`src/rtl/mdll_div_sequencer.sv`:
```
// mdll_div_sequencer: frame sequencer for the FMDLL injection path.
// Runs on the DLL output clock. Generates the N/M divider counts, the DIV_N and
// DIV_M strobes and the 2-bit injection select (00 reference, 10 fractional,
// 01 free-run). Divider ratios are captured into shadow registers only at frame
// boundaries, so a frame in progress always completes with the old ratios.
// The internal counter state runs one cycle ahead of the outputs. Every output is
// a flop decoded from that registered state.
// Optional feature: define FRAME_CNT_EN to build the saturating completed-frame
// counter. When it is undefined, frame_cnt is tied to zero.
module mdll_div_sequencer (
    input  logic       clk_out,
    input  logic       rst,
    input  logic       en,
    input  logic [3:0] N,
    input  logic [1:0] M,
    output logic [3:0] N_counter,
    output logic [1:0] M_counter,
    output logic       DIV_N,
    output logic       DIV_M,
    output logic [1:0] Sel,
    output logic       frame_done,
    output logic       cfg_err,
    output logic [7:0] frame_cnt
);
    typedef enum logic [1:0] {IDLE = 2'd0, RUN = 2'd1, DRAIN = 2'd2} state_t;

    state_t     state_q, state_d;
    logic [3:0] n_cfg_q, n_cfg_d, n_cnt_q, n_cnt_d;
    logic [1:0] m_cfg_q, m_cfg_d, m_cnt_q, m_cnt_d;
    logic       err_flag_q, err_flag_d;

    logic [3:0] n_counter_q, n_counter_d;
    logic [1:0] m_counter_q, m_counter_d;
    logic       div_n_q, div_n_d, div_m_q, div_m_d;
    logic [1:0] sel_q, sel_d;
    logic       frame_done_q, frame_done_d;
    logic       cfg_err_q, cfg_err_d;

    logic       cfg_ok, end_n, end_m, active;
    logic [3:0] n_adv;
    logic [1:0] m_adv;

    assign cfg_ok = (N >= 4'd2) && (M != 2'd0);
    assign end_n  = (n_cnt_q == n_cfg_q);
    assign end_m  = end_n && (m_cnt_q == m_cfg_q);
    assign active = (state_q != IDLE);
    assign n_adv  = end_n ? 4'd1 : n_cnt_q + 4'd1;
    assign m_adv  = end_n ? ((m_cnt_q == m_cfg_q) ? 2'd1 : m_cnt_q + 2'd1) : m_cnt_q;

    // Sequencer next state: start/stop decisions and shadow reloads at frame ends
    always_comb begin
        state_d    = state_q;
        n_cfg_d    = n_cfg_q;
        m_cfg_d    = m_cfg_q;
        n_cnt_d    = n_cnt_q;
        m_cnt_d    = m_cnt_q;
        err_flag_d = err_flag_q;
        case (state_q)
            IDLE: begin
                if (en) begin
                    if (cfg_ok) begin
                        n_cfg_d    = N;
                        m_cfg_d    = M;
                        err_flag_d = 1'b0;
                        n_cnt_d    = 4'd1;
                        m_cnt_d    = 2'd1;
                        state_d    = RUN;
                    end else begin
                        err_flag_d = 1'b1;
                    end
                end
            end
            RUN: begin
                if (end_m) begin
                    if (en && cfg_ok) begin
                        n_cfg_d = N;
                        m_cfg_d = M;
                        n_cnt_d = 4'd1;
                        m_cnt_d = 2'd1;
                    end else begin
                        if (en) err_flag_d = 1'b1;
                        n_cnt_d = 4'd0;
                        m_cnt_d = 2'd0;
                        state_d = IDLE;
                    end
                end else begin
                    n_cnt_d = n_adv;
                    m_cnt_d = m_adv;
                    if (!en) state_d = DRAIN;
                end
            end
            DRAIN: begin
                // en returning here is ignored; a restart is taken from IDLE
                if (end_m) begin
                    n_cnt_d = 4'd0;
                    m_cnt_d = 2'd0;
                    state_d = IDLE;
                end else begin
                    n_cnt_d = n_adv;
                    m_cnt_d = m_adv;
                end
            end
            default: begin
                n_cnt_d = 4'd0;
                m_cnt_d = 2'd0;
                state_d = IDLE;
            end
        endcase
    end

    // Output decode from the registered counter state
    always_comb begin
        n_counter_d  = n_cnt_q;
        m_counter_d  = m_cnt_q;
        div_n_d      = active && end_n;
        div_m_d      = active && end_m;
        frame_done_d = active && end_m;
        cfg_err_d    = err_flag_q;
        if (n_cnt_q == 4'd1 && m_cnt_q == 2'd1)
            sel_d = 2'b00;
        else if (active && end_n && (m_cnt_q != m_cfg_q))
            sel_d = 2'b10;
        else
            sel_d = 2'b01;
    end

    // State, shadow and output registers
    always_ff @(posedge clk_out) begin
        if (rst) begin
            state_q      <= IDLE;
            n_cfg_q      <= 4'd2;
            m_cfg_q      <= 2'd1;
            n_cnt_q      <= 4'd0;
            m_cnt_q      <= 2'd0;
            err_flag_q   <= 1'b0;
            n_counter_q  <= 4'd0;
            m_counter_q  <= 2'd0;
            div_n_q      <= 1'b0;
            div_m_q      <= 1'b0;
            sel_q        <= 2'b01;
            frame_done_q <= 1'b0;
            cfg_err_q    <= 1'b0;
        end else begin
            state_q      <= state_d;
            n_cfg_q      <= n_cfg_d;
            m_cfg_q      <= m_cfg_d;
            n_cnt_q      <= n_cnt_d;
            m_cnt_q      <= m_cnt_d;
            err_flag_q   <= err_flag_d;
            n_counter_q  <= n_counter_d;
            m_counter_q  <= m_counter_d;
            div_n_q      <= div_n_d;
            div_m_q      <= div_m_d;
            sel_q        <= sel_d;
            frame_done_q <= frame_done_d;
            cfg_err_q    <= cfg_err_d;
        end
    end

    assign N_counter  = n_counter_q;
    assign M_counter  = m_counter_q;
    assign DIV_N      = div_n_q;
    assign DIV_M      = div_m_q;
    assign Sel        = sel_q;
    assign frame_done = frame_done_q;
    assign cfg_err    = cfg_err_q;

`ifdef FRAME_CNT_EN
    logic [7:0] fcnt_q, fcnt_d, frame_cnt_q, frame_cnt_d;
    logic       frame_end;

    assign frame_end = active && end_m;

    // Completed-frame count: saturates at 255, cleared on each start from IDLE
    always_comb begin
        fcnt_d      = fcnt_q;
        frame_cnt_d = fcnt_q;
        if (state_q == IDLE && state_d == RUN)
            fcnt_d = 8'd0;
        else if (frame_end && fcnt_q != 8'hFF)
            fcnt_d = fcnt_q + 8'd1;
    end

    // Frame counter registers
    always_ff @(posedge clk_out) begin
        if (rst) begin
            fcnt_q      <= 8'd0;
            frame_cnt_q <= 8'd0;
        end else begin
            fcnt_q      <= fcnt_d;
            frame_cnt_q <= frame_cnt_d;
        end
    end

    assign frame_cnt = frame_cnt_q;
`else
    assign frame_cnt = 8'd0;
`endif

endmodule

```
`config.mk`:
```
export PLATFORM = sky130hd
export DESIGN_NAME = mdll_div_sequencer
export DESIGN_NICKNAME = d
export VERILOG_FILES = /design/src/rtl/mdll_div_sequencer.sv
export SDC_FILE = /design/constraint.sdc
export NUM_CORES = 1
export LEC_CHECK = 0
export CAP_MARGIN = 10
export CORE_ASPECT_RATIO = 1.25
export CORE_MARGIN = 2
export CORE_UTILIZATION = 41
export CTS_BUF_LIST = sky130_fd_sc_hd__clkbuf_8
export DETAILED_ROUTE_END_ITERATION = 8
export PLACE_DENSITY = 0.65
export SKIP_CTS_REPAIR_TIMING = 1
export SLEW_MARGIN = 40
export SYNTH_ARGS = -nofsm -noshare
export SYNTH_HDL_FRONTEND = slang
export SYNTH_SLANG_ARGS = --single-unit
```
`constraint.sdc`:
```
create_clock -name clk_out -period 2 [get_ports clk_out]
set_input_delay 0.4 -clock clk_out [delete_from_list [all_inputs] [get_ports clk_out]]
set_output_delay 0.4 -clock clk_out [all_outputs]
set_load 0.01 [all_outputs]
```
Run 1, metal layers overlaid:
Two of the layers only.
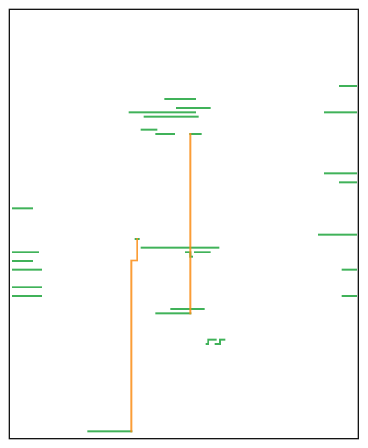
metal 4: shown in orange, wire length 58.7 um. metal 3: shown in green, wire length 120 um.

Run 1, cell placement:
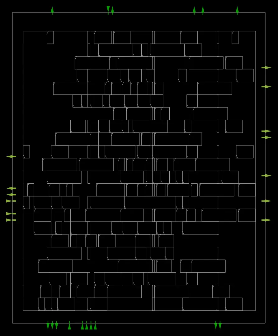
Core Box Area: 2970 um^2
filler cell count: 276

==> results.ini, run 1 <==
[clock_network]
htreeDepth=1
cts_made_buffers=3
clock-sinks=26

[setup_path]
cp-start-kind=input port
crit_path_top_delay_cell=clkdlybuf4s50_1

[placement]
portBuffers=20
place_congestion=0.770

[finish]
drive_gt1_share_pct=10.2
area_growth_pct=22.0
utilization_pct=52.7
diodes=0
logic_area_um2=668

[synth]
syn_inst=137
ff_type=dfxtp_1
area_leaders=dfxtp_1 (41%), buf_4 (5.3%), xnor2_2 (5.1%), mux2i_1 (4.7%), nor2_1 (4.4%)
yosysUniqueCellTypes=37
avgSynthCellArea_um2=9.37
ys_warn_count=0
ys.flops=26

[job]
tool_warnings=27

[final_timing]
finalCriticalPeriod_ns=1.84
rsz0062_at_grt=false
setup_viol=0

[floorplanning]
pin_count=29
initCoreUtil_pct=43.2
num_rows=22
die_x_um=54.1
die_h_um=66.6

[routing]
antenna_left=0
wl_per_cell_um=12.4
drc=0
drt_iter0_markers=26

[power_and_ir_drop]
p_comb_share_pct=17.4
power_leakage_nw=0.570
internal-power_mw=0.915
peakVddDrop_uv=370
switching_share_pct=24.5
switchingPower_mw=0.297

[global_route]
grt_pass1_wl_um=4160
grt_max_degree=34
grt_remaining_overflow=0

[status]
status=finished clean

Run 1, nets reached from selected ports:
The bar under the picture is 20 um long.
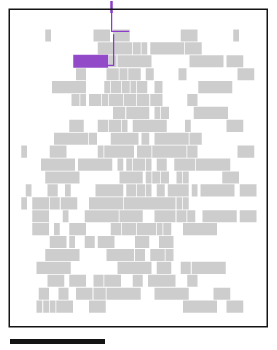
cfg_err: shown in purple, bits 1, direction output, edge top, end cells 1, buffers 1, wire 15.8 um.

Run 1, M2 wires:
The bar under the picture is 20 um long.
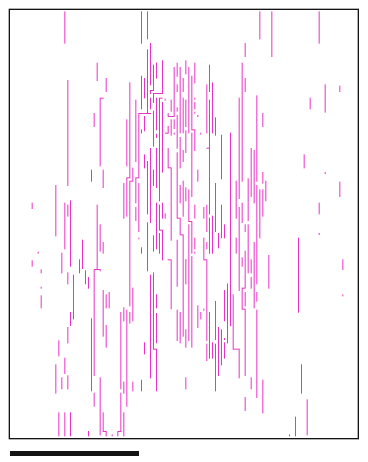
The layer carries 1,230 um of wire. The layer holds 51% of the routed length.
met2 Use GR: 26.5%
DR vias: 1,024
Post-Route WL: 2400 um

-- run 1: power groups by stage --
| stage | combinational, mW | sequential (mW) | clock [mW] |
|---|---|---|---|
| finish | 0.211 | 0.572 | 0.429 |
| global placement | 0.205 | 0.584 | 0 |
| CTS | 0.210 | 0.572 | 0.442 |
| detailed placement | 0.208 | 0.584 | 0 |
| global route | 0.234 | 0.576 | 0.462 |
| floorplan | 0.157 | 0.575 | 0 |
-- run 1: flip-flops by register name, summed over array words and instances (netlist names), 2 cells and up --
register and flops:
n_cnt_q 4, M_counter 2, m_cfg_q 2, Sel 2, n_cfg_q 4, N_counter 4, state_q 2, m_cnt_q 2
-- run 1: cell families after synthesis --
| logic type | Yosys count | synth area share [%] |
|---|---|---|
| AND/OR/NAND/NOR | 51 | 21.5 |
| flip-flops | 26 | 40.5 |
| AND-OR/OR-AND | 24 | 13.5 |
| buffers and inverters | 19 | 9.45 |
| XOR/XNOR | 7 | 7.12 |
| multiplexers | 6 | 4.68 |
| adder cells (fa/ha/maj) | 3 | 2.92 |
| other | 1 | 0.292 |
-- run 1: layout by cell type, fill, tap and decap left out, types with 2 or more instances in the layout --
master / instances
o21ai_0: 4
dfxtp_1: 26
a31oi_1: 2
nor2_1: 15
nand2b_1: 8
xnor2_1: 3
a211oi_1: 2
mux2i_1: 6
inv_1: 3
clkbuf_8: 3
nor2b_1: 5
conb_1: 8
a311oi_1: 2
or3_1: 2
nor3_1: 7
buf_4: 4
o31ai_1: 2
xnor2_2: 4
clkdlybuf4s50_1: 20
nand2_1: 6
a21oi_1: 6
ha_1: 3
-- run 1: stage by stage --
step / TNS (ns) / setup WS, ns / hold WS (ns) / instances / instance area, um^2
4_1_cts: 0 / 0.168 / 0.485 / 193 / 1570
6_report: 0 / 0.160 / 0.486 / 193 / 1570
3_5_place_dp: -0.276 / -0.110 / 0.465 / 189 / 1500
5_1_grt: 0 / 0.0262 / 0.498 / 193 / 1570
3_3_place_gp: -0.136 / -0.0702 / 0.474 / 189 / 1500
2_1_floorplan: 0 / 0.349 / 0.439 / 144 / 1310
-- run 1: final timing paths --
| kind | start | slack, ns | cells past startpoint | to |
|---|---|---|---|---|
| max reg2reg | n_cnt_q[2] | 0.24 | 6 | n_cfg_q[3] |
| min reg2reg | cfg_err_d | 0.49 | 1 | cfg_err |
| max | N[3] | 0.16 | 6 | cfg_err_d |
| min | cfg_err_d | 0.49 | 1 | cfg_err |
-- run 1: critical path, delay by kind of cell --
kind | cells | cell delay, ns
compound gates | 4 | 1.01
buf+inv | 1 | 0.43
simple gates | 1 | 0.18
-- run 1: layer usage --
layer	track usage, %	part of all wire, %
met1	17.9	41
met2	26.5	51
met3	1.79	5.0
met4	9.69	2.4
met5	0	0
-- run 1: final cells by class --
cell class | count | area share, %
clock inverter | 1 | 1.92
timing repair buffer | 25 | 16.0
multi-input combinational | 99 | 42.7
clock buffer | 3 | 2.64
tap | 36 | 2.88
sequential | 26 | 33.2
inverter | 3 | 0.719
==> run 2, diff against run 1 <==
--- a/config.mk
+++ b/config.mk
@@ -12,8 +12,7 @@
 export CTS_BUF_LIST = sky130_fd_sc_hd__clkbuf_8
 export DETAILED_ROUTE_END_ITERATION = 8
 export PLACE_DENSITY = 0.65
-export SKIP_CTS_REPAIR_TIMING = 1
-export SLEW_MARGIN = 40
+export SLEW_MARGIN = 10
 export SYNTH_ARGS = -nofsm -noshare
 export SYNTH_HDL_FRONTEND = slang
 export SYNTH_SLANG_ARGS = --single-unit
Run 2, M2 wires:
The bar under the picture is 20 um long.
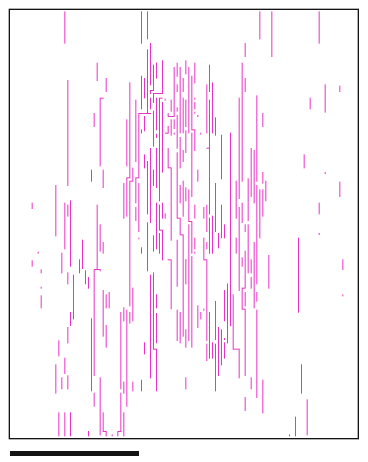
The layer holds 51% of the routed length. The layer carries 1,230 um of wire.

==> run 2 against run 1 <==
Effect of this change: non-clock buffer count did not move; clock power about the same; combinational power about the same; maximum frequency is the same; synthesized area did not move; critical endpoint unchanged; largest power group unchanged.
==> results.ini, run 2 <==
[status]
status=finished clean

[finish]
diodes=0
final_cell_area_um2=1570
layout_top_cells=dfxtp_1 (26), clkdlybuf4s50_1 (20), nor2_1 (15)
drive_gt1_share_pct=10.2
layout.cells.most_common=dfxtp_1
layout.cells.non_filler=193
area_growth_pct=22.0

[floorplanning]
initCoreUtil_pct=43.2
die_h_um=66.6
num_rows=22
pin_count=29
core-area_um2=2970

[routing]
drt_iter0_markers=26
dr_wl_met3_um=119
drc=0
totalWireLength_um=2400
antenna_left=0
maxUsedRoutingLayer=met4
wl_met2_um=1230
met1Wirelength_um=984

[synth]
ys.flops=26
xor_share_pct=7.12
ff_type=dfxtp_1
avgSynthCellArea_um2=9.37
area_leaders=dfxtp_1 (41%), buf_4 (5.3%), xnor2_2 (5.1%), mux2i_1 (4.7%), nor2_1 (4.4%)
yosysUniqueCellTypes=37
ys_warn_count=0
logic_family=simple AND/OR/NAND/NOR gates
ys_sh_mux_pct=4.68
syn_inst=137

[setup_path]
crit_cells=6
crit_path_top_delay_cell=clkdlybuf4s50_1
r2r_setup_slack_ns=0.24
r2r_start=n_cnt_q[2]
critPathTopFamily=AND-OR/OR-AND gates
reg2reg_to=n_cfg_q[3]
startpoint=N[3]
cp_num_buf_inv=1

[placement]
portBuffers=20

[global_route]
grt_remaining_overflow=0
grt_pass1_wl_um=4160

[clock_network]
cts_made_buffers=3
clock-sinks=26

[power_and_ir_drop]
power_leakage_nw=0.570
peakVddDrop_uv=370

[final_timing]
rsz0062_at_grt=false
finalCriticalPeriod_ns=1.84

[min_path]
hp-start=cfg_err_d

[job]
tool_warnings=27

-- run 2: worst min path at each step --
stage,end,slack (ns),depth (start not counted)
final,cfg_err,0.49,1
after global routing,cfg_err,0.50,1
after CTS,cfg_err,0.48,1
after detailed placement,cfg_err,0.46,1
after global placement,n_cfg_q[3],0.47,2
after floorplan,cfg_err,0.44,1
-- run 2: cell families (layout without fill, tap and decap cells) --
logic type,count (synthesis),after routing
AND-OR/OR-AND,24,24
XOR/XNOR,7,7
adder cells (fa/ha/maj),3,3
buffers and inverters,19,32
flip-flops,26,26
multiplexers,6,6
other,1,8
AND/OR/NAND/NOR,51,51
-- run 2: power breakdown --
group,switching [mW],internal (mW)
combinational,0.106,0.105
sequential,0.0293,0.543
clock,0.162,0.268
-- run 2: through the flow --
stage | utilization, % | setup WS, ns | power [mW] | hold WS, ns
after floorplan | - | 0.349 | 0.732 | 0.439
after global placement | 50.3 | -0.0702 | 0.788 | 0.474
after detailed placement | 50.3 | -0.110 | 0.792 | 0.465
after CTS | 52.7 | 0.168 | 1.22 | 0.485
after global routing | 52.7 | 0.0262 | 1.27 | 0.498
final | 52.7 | 0.160 | 1.21 | 0.486
-- run 2: routing by layer --
| metal | GRT usage, % | vias to the layer above |
|---|---|---|
| li1 | - | 500 |
| met1 | 17.9 | 479 |
| met2 | 26.5 | 41 |
| met3 | 1.79 | 4 |
| met4 | 9.69 | 0 |
| met5 | 0 | - |
-- run 2: area by class of cell --
type	count	area [um^2]
Clock buffer	3	41.3
Clock inverter	1	30.0
Fill cell	276	1410
Inverter	3	11.3
Multi-Input combinational cell	99	668
Sequential cell	26	520
Tap cell	36	45.0
Timing Repair Buffer	25	250
Power is estimated from default activity; no workload was simulated.
